`src/rtl/branch_predictor_if.sv`:
```
// Decode-side prediction port, evaluator-side update port and statistics
// outputs of the branch predictor, bundled as one interface.
interface branch_predictor_if #(
    parameter int XLEN = 32
) ();
    logic            predict_valid;
    logic [XLEN-1:0] predict_pc;
    logic            predict_branch;
    logic            predict_jump;
    logic            predict_jalr;
    logic [XLEN-1:0] predict_target;
    logic            branch_prediction;
    logic [XLEN-1:0] predicted_next_instruction;

    logic            update_valid;
    logic [XLEN-1:0] update_pc;
    logic            update_branch;
    logic            update_jump;
    logic            update_jalr;
    logic            update_taken;
    logic [XLEN-1:0] update_target;
    logic            update_mispredicted;

    logic [31:0]     resolved_count;
    logic [31:0]     mispredict_count;

    modport master (
        output predict_valid, predict_pc, predict_branch, predict_jump,
               predict_jalr, predict_target,
        input  branch_prediction, predicted_next_instruction,
        output update_valid, update_pc, update_branch, update_jump,
               update_jalr, update_taken, update_target, update_mispredicted,
        input  resolved_count, mispredict_count
    );

    modport slave (
        input  predict_valid, predict_pc, predict_branch, predict_jump,
               predict_jalr, predict_target,
        output branch_prediction, predicted_next_instruction,
        input  update_valid, update_pc, update_branch, update_jump,
               update_jalr, update_taken, update_target, update_mispredicted,
        output resolved_count, mispredict_count
    );
endinterface

```
`src/rtl/branch_predictor.sv`:
```
// Bimodal branch predictor: 2-bit saturating counters plus a JALR target
// table, untagged, with combinational prediction and resolved/mispredict stats.
module branch_predictor #(
    parameter int XLEN           = 32,
    parameter int BHT_INDEX_BITS = 6
) (
    input logic               clk,
    input logic               reset_n,
    branch_predictor_if.slave bp
);
    localparam int ENTRIES = 1 << BHT_INDEX_BITS;

    logic [1:0]                bht_q     [ENTRIES];
    logic [XLEN-1:0]           tgt_q     [ENTRIES];
    logic [ENTRIES-1:0]        tgt_vld_q;
    logic [31:0]               resolved_q;
    logic [31:0]               mispredict_q;

    logic [BHT_INDEX_BITS-1:0] pidx;
    logic [BHT_INDEX_BITS-1:0] uidx;
    logic [XLEN-1:0]           pc_plus4;
    logic                      pred_taken;
    logic [XLEN-1:0]           pred_next;
    logic                      unused_update_pc;

    function automatic logic [1:0] ctr_next(input logic [1:0] c, input logic taken);
        if (taken)
            return (c == 2'b11) ? c : c + 2'd1;
        return (c == 2'b00) ? c : c - 2'd1;
    endfunction

    function automatic logic [31:0] sat_inc32(input logic [31:0] v);
        return (v == 32'hFFFF_FFFF) ? v : v + 32'd1;
    endfunction

    assign pidx             = bp.predict_pc[BHT_INDEX_BITS+1:2];
    assign uidx             = bp.update_pc[BHT_INDEX_BITS+1:2];
    assign unused_update_pc = ^{bp.update_pc[XLEN-1:BHT_INDEX_BITS+2], bp.update_pc[1:0]};
    assign pc_plus4         = bp.predict_pc + XLEN'(4);

    // Prediction reads pre-update state; an update to the same index lands next cycle.
    always_comb begin
        pred_taken = 1'b0;
        pred_next  = pc_plus4;
        if (bp.predict_valid) begin
            if (bp.predict_branch) begin
                pred_taken = bht_q[pidx][1];
                if (bht_q[pidx][1])
                    pred_next = bp.predict_target;
            end else if (bp.predict_jump) begin
                pred_taken = 1'b1;
                if (!bp.predict_jalr)
                    pred_next = bp.predict_target;
                else if (tgt_vld_q[pidx])
                    pred_next = tgt_q[pidx];
            end
        end
    end

    assign bp.branch_prediction          = pred_taken;
    assign bp.predicted_next_instruction = pred_next;
    assign bp.resolved_count             = resolved_q;
    assign bp.mispredict_count           = mispredict_q;

    always_ff @(posedge clk or negedge reset_n) begin
        if (!reset_n) begin
            for (int i = 0; i < ENTRIES; i++) begin
                bht_q[i] <= 2'b01;
                tgt_q[i] <= '0;
            end
            tgt_vld_q    <= '0;
            resolved_q   <= '0;
            mispredict_q <= '0;
        end else if (bp.update_valid) begin
            if (bp.update_branch)
                bht_q[uidx] <= ctr_next(bht_q[uidx], bp.update_taken);
            // Only register-indirect jumps need a learned target.
            if (bp.update_jump && bp.update_jalr) begin
                tgt_q[uidx]     <= bp.update_target;
                tgt_vld_q[uidx] <= 1'b1;
            end
            if (bp.update_branch || bp.update_jump)
                resolved_q <= sat_inc32(resolved_q);
            if (bp.update_mispredicted)
                mispredict_q <= sat_inc32(mispredict_q);
        end
    end
endmodule

```
`src/flat_wrapper.sv`:
```
// flat-port wrapper written by rule: the top's interface ports become plain ports
module branch_predictor_flat 
#(
    parameter int XLEN           = 32,
    parameter int BHT_INDEX_BITS = 6
)
  (clk, reset_n, bp_predict_valid, bp_predict_pc, bp_predict_branch, bp_predict_jump, bp_predict_jalr, bp_predict_target, bp_branch_prediction, bp_predicted_next_instruction, bp_update_valid, bp_update_pc, bp_update_branch, bp_update_jump, bp_update_jalr, bp_update_taken, bp_update_target, bp_update_mispredicted, bp_resolved_count, bp_mispredict_count);
  branch_predictor_if #(.XLEN(XLEN)) bp_i ();
  input logic clk;
  input logic reset_n;
  input wire logic [$bits(bp_i.predict_valid)-1:0] bp_predict_valid;
  input wire logic [$bits(bp_i.predict_pc)-1:0] bp_predict_pc;
  input wire logic [$bits(bp_i.predict_branch)-1:0] bp_predict_branch;
  input wire logic [$bits(bp_i.predict_jump)-1:0] bp_predict_jump;
  input wire logic [$bits(bp_i.predict_jalr)-1:0] bp_predict_jalr;
  input wire logic [$bits(bp_i.predict_target)-1:0] bp_predict_target;
  output wire logic [$bits(bp_i.branch_prediction)-1:0] bp_branch_prediction;
  output wire logic [$bits(bp_i.predicted_next_instruction)-1:0] bp_predicted_next_instruction;
  input wire logic [$bits(bp_i.update_valid)-1:0] bp_update_valid;
  input wire logic [$bits(bp_i.update_pc)-1:0] bp_update_pc;
  input wire logic [$bits(bp_i.update_branch)-1:0] bp_update_branch;
  input wire logic [$bits(bp_i.update_jump)-1:0] bp_update_jump;
  input wire logic [$bits(bp_i.update_jalr)-1:0] bp_update_jalr;
  input wire logic [$bits(bp_i.update_taken)-1:0] bp_update_taken;
  input wire logic [$bits(bp_i.update_target)-1:0] bp_update_target;
  input wire logic [$bits(bp_i.update_mispredicted)-1:0] bp_update_mispredicted;
  output wire logic [$bits(bp_i.resolved_count)-1:0] bp_resolved_count;
  output wire logic [$bits(bp_i.mispredict_count)-1:0] bp_mispredict_count;
  assign bp_i.predict_valid = bp_predict_valid;
  assign bp_i.predict_pc = bp_predict_pc;
  assign bp_i.predict_branch = bp_predict_branch;
  assign bp_i.predict_jump = bp_predict_jump;
  assign bp_i.predict_jalr = bp_predict_jalr;
  assign bp_i.predict_target = bp_predict_target;
  assign bp_branch_prediction = bp_i.branch_prediction;
  assign bp_predicted_next_instruction = bp_i.predicted_next_instruction;
  assign bp_i.update_valid = bp_update_valid;
  assign bp_i.update_pc = bp_update_pc;
  assign bp_i.update_branch = bp_update_branch;
  assign bp_i.update_jump = bp_update_jump;
  assign bp_i.update_jalr = bp_update_jalr;
  assign bp_i.update_taken = bp_update_taken;
  assign bp_i.update_target = bp_update_target;
  assign bp_i.update_mispredicted = bp_update_mispredicted;
  assign bp_resolved_count = bp_i.resolved_count;
  assign bp_mispredict_count = bp_i.mispredict_count;
  branch_predictor #(.XLEN(XLEN), .BHT_INDEX_BITS(BHT_INDEX_BITS)) u_core (.clk(clk), .reset_n(reset_n), .bp(bp_i));
endmodule
```
`config.mk`:
```
export PLATFORM = sky130hd
export DESIGN_NAME = branch_predictor_flat
export DESIGN_NICKNAME = d
export VERILOG_FILES = /design/src/rtl/branch_predictor_if.sv /design/src/rtl/branch_predictor.sv /design/src/flat_wrapper.sv
export SDC_FILE = /design/constraint.sdc
export NUM_CORES = 2
export LEC_CHECK = 0
export ABC_AREA = 1
export CAP_MARGIN = 40
export CELL_PAD_IN_SITES_DETAIL_PLACEMENT = 1
export CELL_PAD_IN_SITES_GLOBAL_PLACEMENT = 2
export CORE_AREA = 2 2 656 658
export CTS_CLUSTER_DIAMETER = 50
export DETAILED_ROUTE_END_ITERATION = 10
export DIE_AREA = 0 0 658 660
export PLACE_DENSITY = 0.69
export REMOVE_ABC_BUFFERS = 1
export SKIP_LAST_GASP = 1
export SLEW_MARGIN = 0
export SYNTH_ARGS = -nofsm -noshare
export SYNTH_HDL_FRONTEND = slang
export SYNTH_SLANG_ARGS = --single-unit
```
`constraint.sdc`:
```
create_clock -name clk -period 2.4 [get_ports clk]
set_clock_uncertainty 0.1 [all_clocks]
set_input_delay 0.36 -clock clk [delete_from_list [all_inputs] [get_ports clk]]
set_output_delay 0.36 -clock clk [all_outputs]
set_load 0.1 [all_outputs]
```
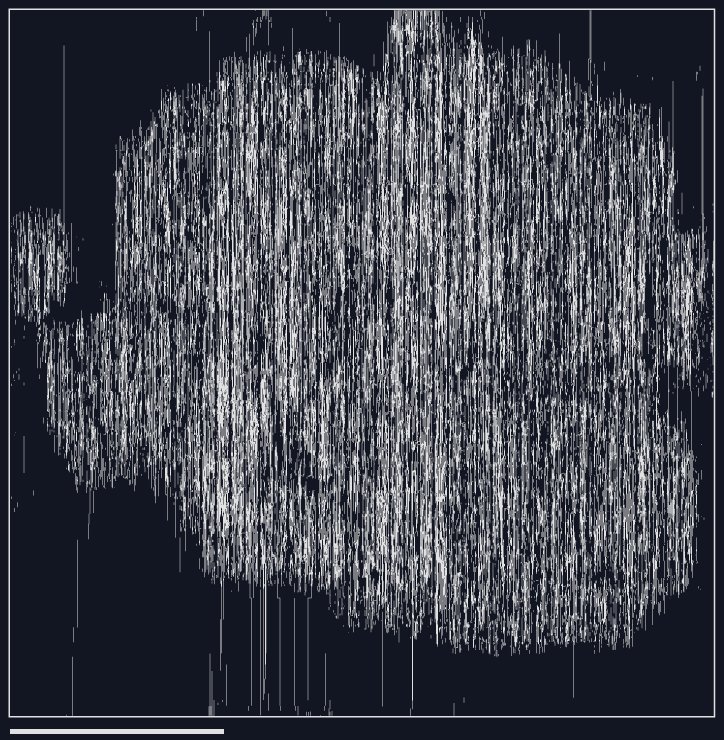
Figure 1: metal 2.
Scale bar: 200 microns.
The longest straight run is 233 microns. 11304 nets have wire on it. The layer holds 46% of the routed length. The layer carries 223 mm of wire. The wires run mostly vertical.

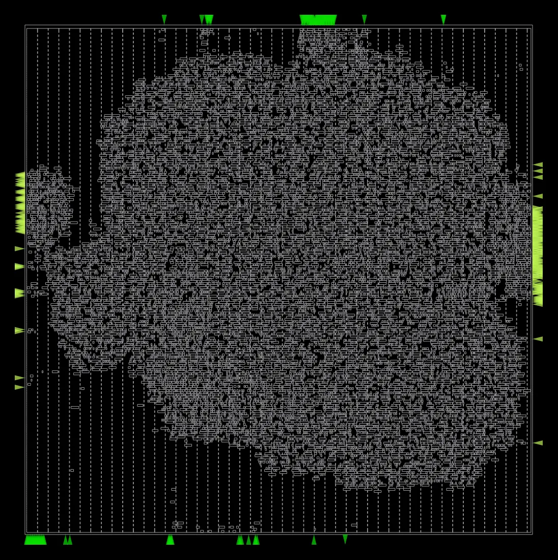
Figure 2: cell placement.
Final Instance Count excl. Fillers: 20079
core area: 427000 sq um
Taps Inserted: 5687

==> results.sh <==
# implementation run metrics
export IMPL_overall_routing_resource_usage=0.216
export IMPL_htree_levels=5
export IMPL_skew_pair_late_insertion_delay_ns=0.98
export IMPL_worst_pin_slew_ns=0.910
export IMPL_grt_pass1_vias=101369
export IMPL_cts_buffers_inserted=351
export IMPL_layout_top_cell_excl_fill_tap="sky130_fd_sc_hd__nand2_1"
export IMPL_setup_violations=87
export IMPL_leak_pwr_nw=64.6
export IMPL_count_of_input_and_output_buffers=210
export IMPL_timing_critical_path_fanout_max=3
export IMPL_mux_share_of_area=0.00423
export IMPL_drt_wl_total_microns=480000
export IMPL_pre_cts_ws_ns=-1.87
export IMPL_largest_regs="u_core.tgt_q: 2048 flops, u_core.bht_q: 128 flops, u_core.tgt_vld_q: 64 flops"
export IMPL_final_max_slew_viol_count=0
export IMPL_yosys_stat_cells=13225
export IMPL_hold_path_class="in -> async"
export IMPL_ys_ff=2304
export IMPL_cp_required_ns=1.94
export IMPL_share_of_cells_above_drive_strength_1=0.178
export IMPL_failed_checks="negative setup slack"
export IMPL_synth_simple_area_share=0.209
export IMPL_wl_per_cell_microns=23.9
export IMPL_max_freq_mhz=261
export IMPL_ys_seq_frac=0.542
export IMPL_timing_final_hold_violations=0
export IMPL_via_count=98879
export IMPL_drtIter0Drc=8199
export IMPL_timing_critical_path_cells="inv_1, nand2_1, o211ai_1, nand2_1, nand2_1, nand2_1, nand2_1, nor2_2, nor2_4, buf_12, buf_12, buf_6, nand4_1, nand3_1, nor2_2, a21oi_4, buf_8, buf_12"
export IMPL_ys_chip_area_sq_um=106000
export IMPL_areaGrowthSynthToFinish_pct=32.4
export IMPL_netlist_area_sq_um=106000
export IMPL_synth_area_top_cells="sky130_fd_sc_hd__dfrtp_1 (53%), sky130_fd_sc_hd__nand2_1 (14%), sky130_fd_sc_hd__o21ai_0 (14%)"
export IMPL_critical_path_startpoint="u_core.bht_q[41]"
export IMPL_clock_path_buffers=4
export IMPL_power_per_cell_area_nw_per_um2=791
export IMPL_ys_warnings_count=0
export IMPL_yosys_area_share_aoi=0.180
export IMPL_finalWeightedCongestion=0.847
export IMPL_placed_cell_area_sq_um=127000
export IMPL_grt_pass1_wl_microns=706000
export IMPL_outcome="finished with violations"
export IMPL_remaining_antenna_violation_count=0
export IMPL_die_width_microns=658
export IMPL_layout_cell_area_non_filler_sq_um=141000
export IMPL_post_route_period_util=1.60
export IMPL_yosys_area_top_type_share=0.527
export IMPL_fin_total_pwr_mw=112
export IMPL_tritoncts="yes"
export IMPL_core_util_floorplan=0.249
export IMPL_largest_register="u_core.tgt_q"
export IMPL_grt_overflow_total=0
export IMPL_grt_antenna_before_repair=22
export IMPL_r2r_end="u_core.bht_q[43]"
export IMPL_tool_warnings=60
export IMPL_drc=0
export IMPL_worst_setup_hold_path_clk_slew_ns=0.06
export IMPL_timing_setup_critical_path_class="reg -> out"
export IMPL_crit_slowest_cell="sky130_fd_sc_hd__dfrtp_1"
export IMPL_dp_hpwl_microns=317000
export IMPL_cts_sinks=2304
export IMPL_r2r_start="u_core.bht_q[28]"
export IMPL_largest_register_ff_count=2048
export IMPL_final_util=0.330
export IMPL_number_of_placement_rows=240
export IMPL_critical_path_buf_inv_count=6
export IMPL_detail_route_first_pass_iterations=5
export IMPL_drt_vias_per_instance=4.92
export IMPL_yosysTopAreaCell="sky130_fd_sc_hd__dfrtp_1"
export IMPL_timing_final_ws_setup_ns=-1.43
export IMPL_ys_async_sr_fraction=1.00
export IMPL_critical_path_top_cell_by_count="sky130_fd_sc_hd__nand2_1"
export IMPL_cts_hold_repair_buffers=2
export IMPL_critical_path_depth_in_cells=18
export IMPL_count_of_library_flops_with_an_enable_pin=0
export IMPL_root_buffer="sky130_fd_sc_hd__clkbuf_16"
export IMPL_setup_tns_final_ns=-47.47
export IMPL_fin_nets=14235
export IMPL_post_cts_repair_setup_buffers=13
export IMPL_synthesized_netlist_cell_count=13225
export IMPL_cp_end_kind="output pin"
export IMPL_setup_repair_after_global_routing_missed_its_margin="yes"
export IMPL_cts_resized_gates=117
export IMPL_synth_adder_area_share=0.000353
export IMPL_post_synth_main_logic_family="simple AND/OR/NAND/NOR gates"
export IMPL_max_vdd_ir_drop_mv=0.695
export IMPL_rr_worst_depth=12
export IMPL_die_height_microns=660
export IMPL_final_hold_worst_slack_ns=0.135
export IMPL_top_cell="sky130_fd_sc_hd__nand2_1"
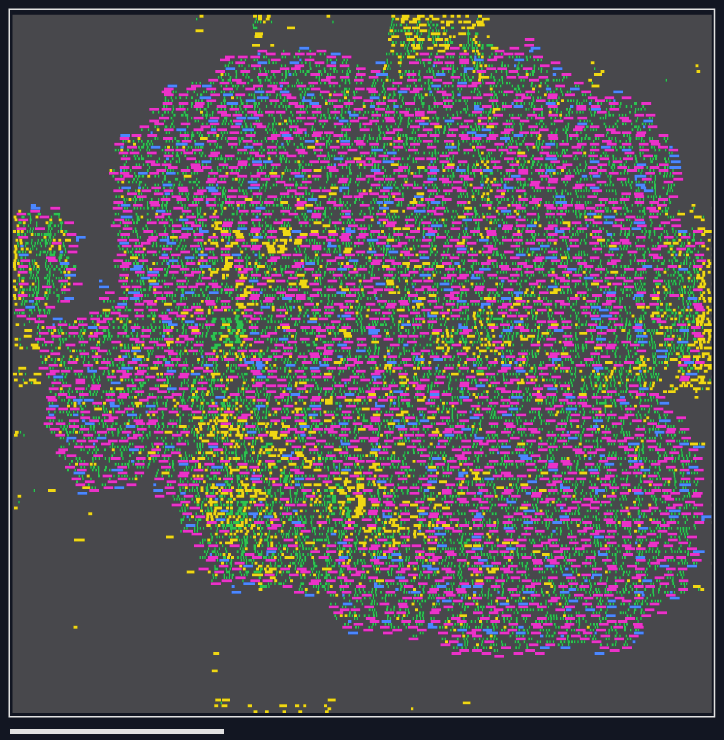
Figure 3: cells colored by class.
Scale bar: 200 microns. Fill, decap, tap and diode cells in gray.
Key: sequential cells = magenta [cells 2304, share of their area 43%]; remaining buffers and delay cells = yellow [cells 1665, share of their area 13%]; clock drivers and dummy loads = blue [cells 647, share of their area 9.4%]; combinational and other logic = green [cells 9770, share of their area 34%]

-- power by group --
part           internal [mW]  switching, mW  total, mW
Sequential              40.8           1.09       41.9
Combinational           4.61           9.03       13.6
Clock                   35.1           20.9       55.9
Total                   80.5           31.0        112
-- per-layer routing --
layer	part of all wire	global-route usage
met1	0.46	0.296
met2	0.46	0.358
met3	0.042	0.0229
met4	0.034	0.0669
met5	0.000027	0
-- cell type report --
| type | instances | area [sq um] |
|---|---|---|
| Sequential cell | 2304 | 57700 |
| Clock buffer | 435 | 9580 |
| Inverter | 368 | 1450 |
| Multi-Input combinational cell | 9402 | 44000 |
| Clock inverter | 212 | 3060 |
| Timing Repair Buffer | 1665 | 18000 |
| Fill cell | 49731 | 286000 |
| Tap cell | 5687 | 7120 |
| Antenna cell | 6 | 15.0 |
Power and IR drop assume default switching activity.
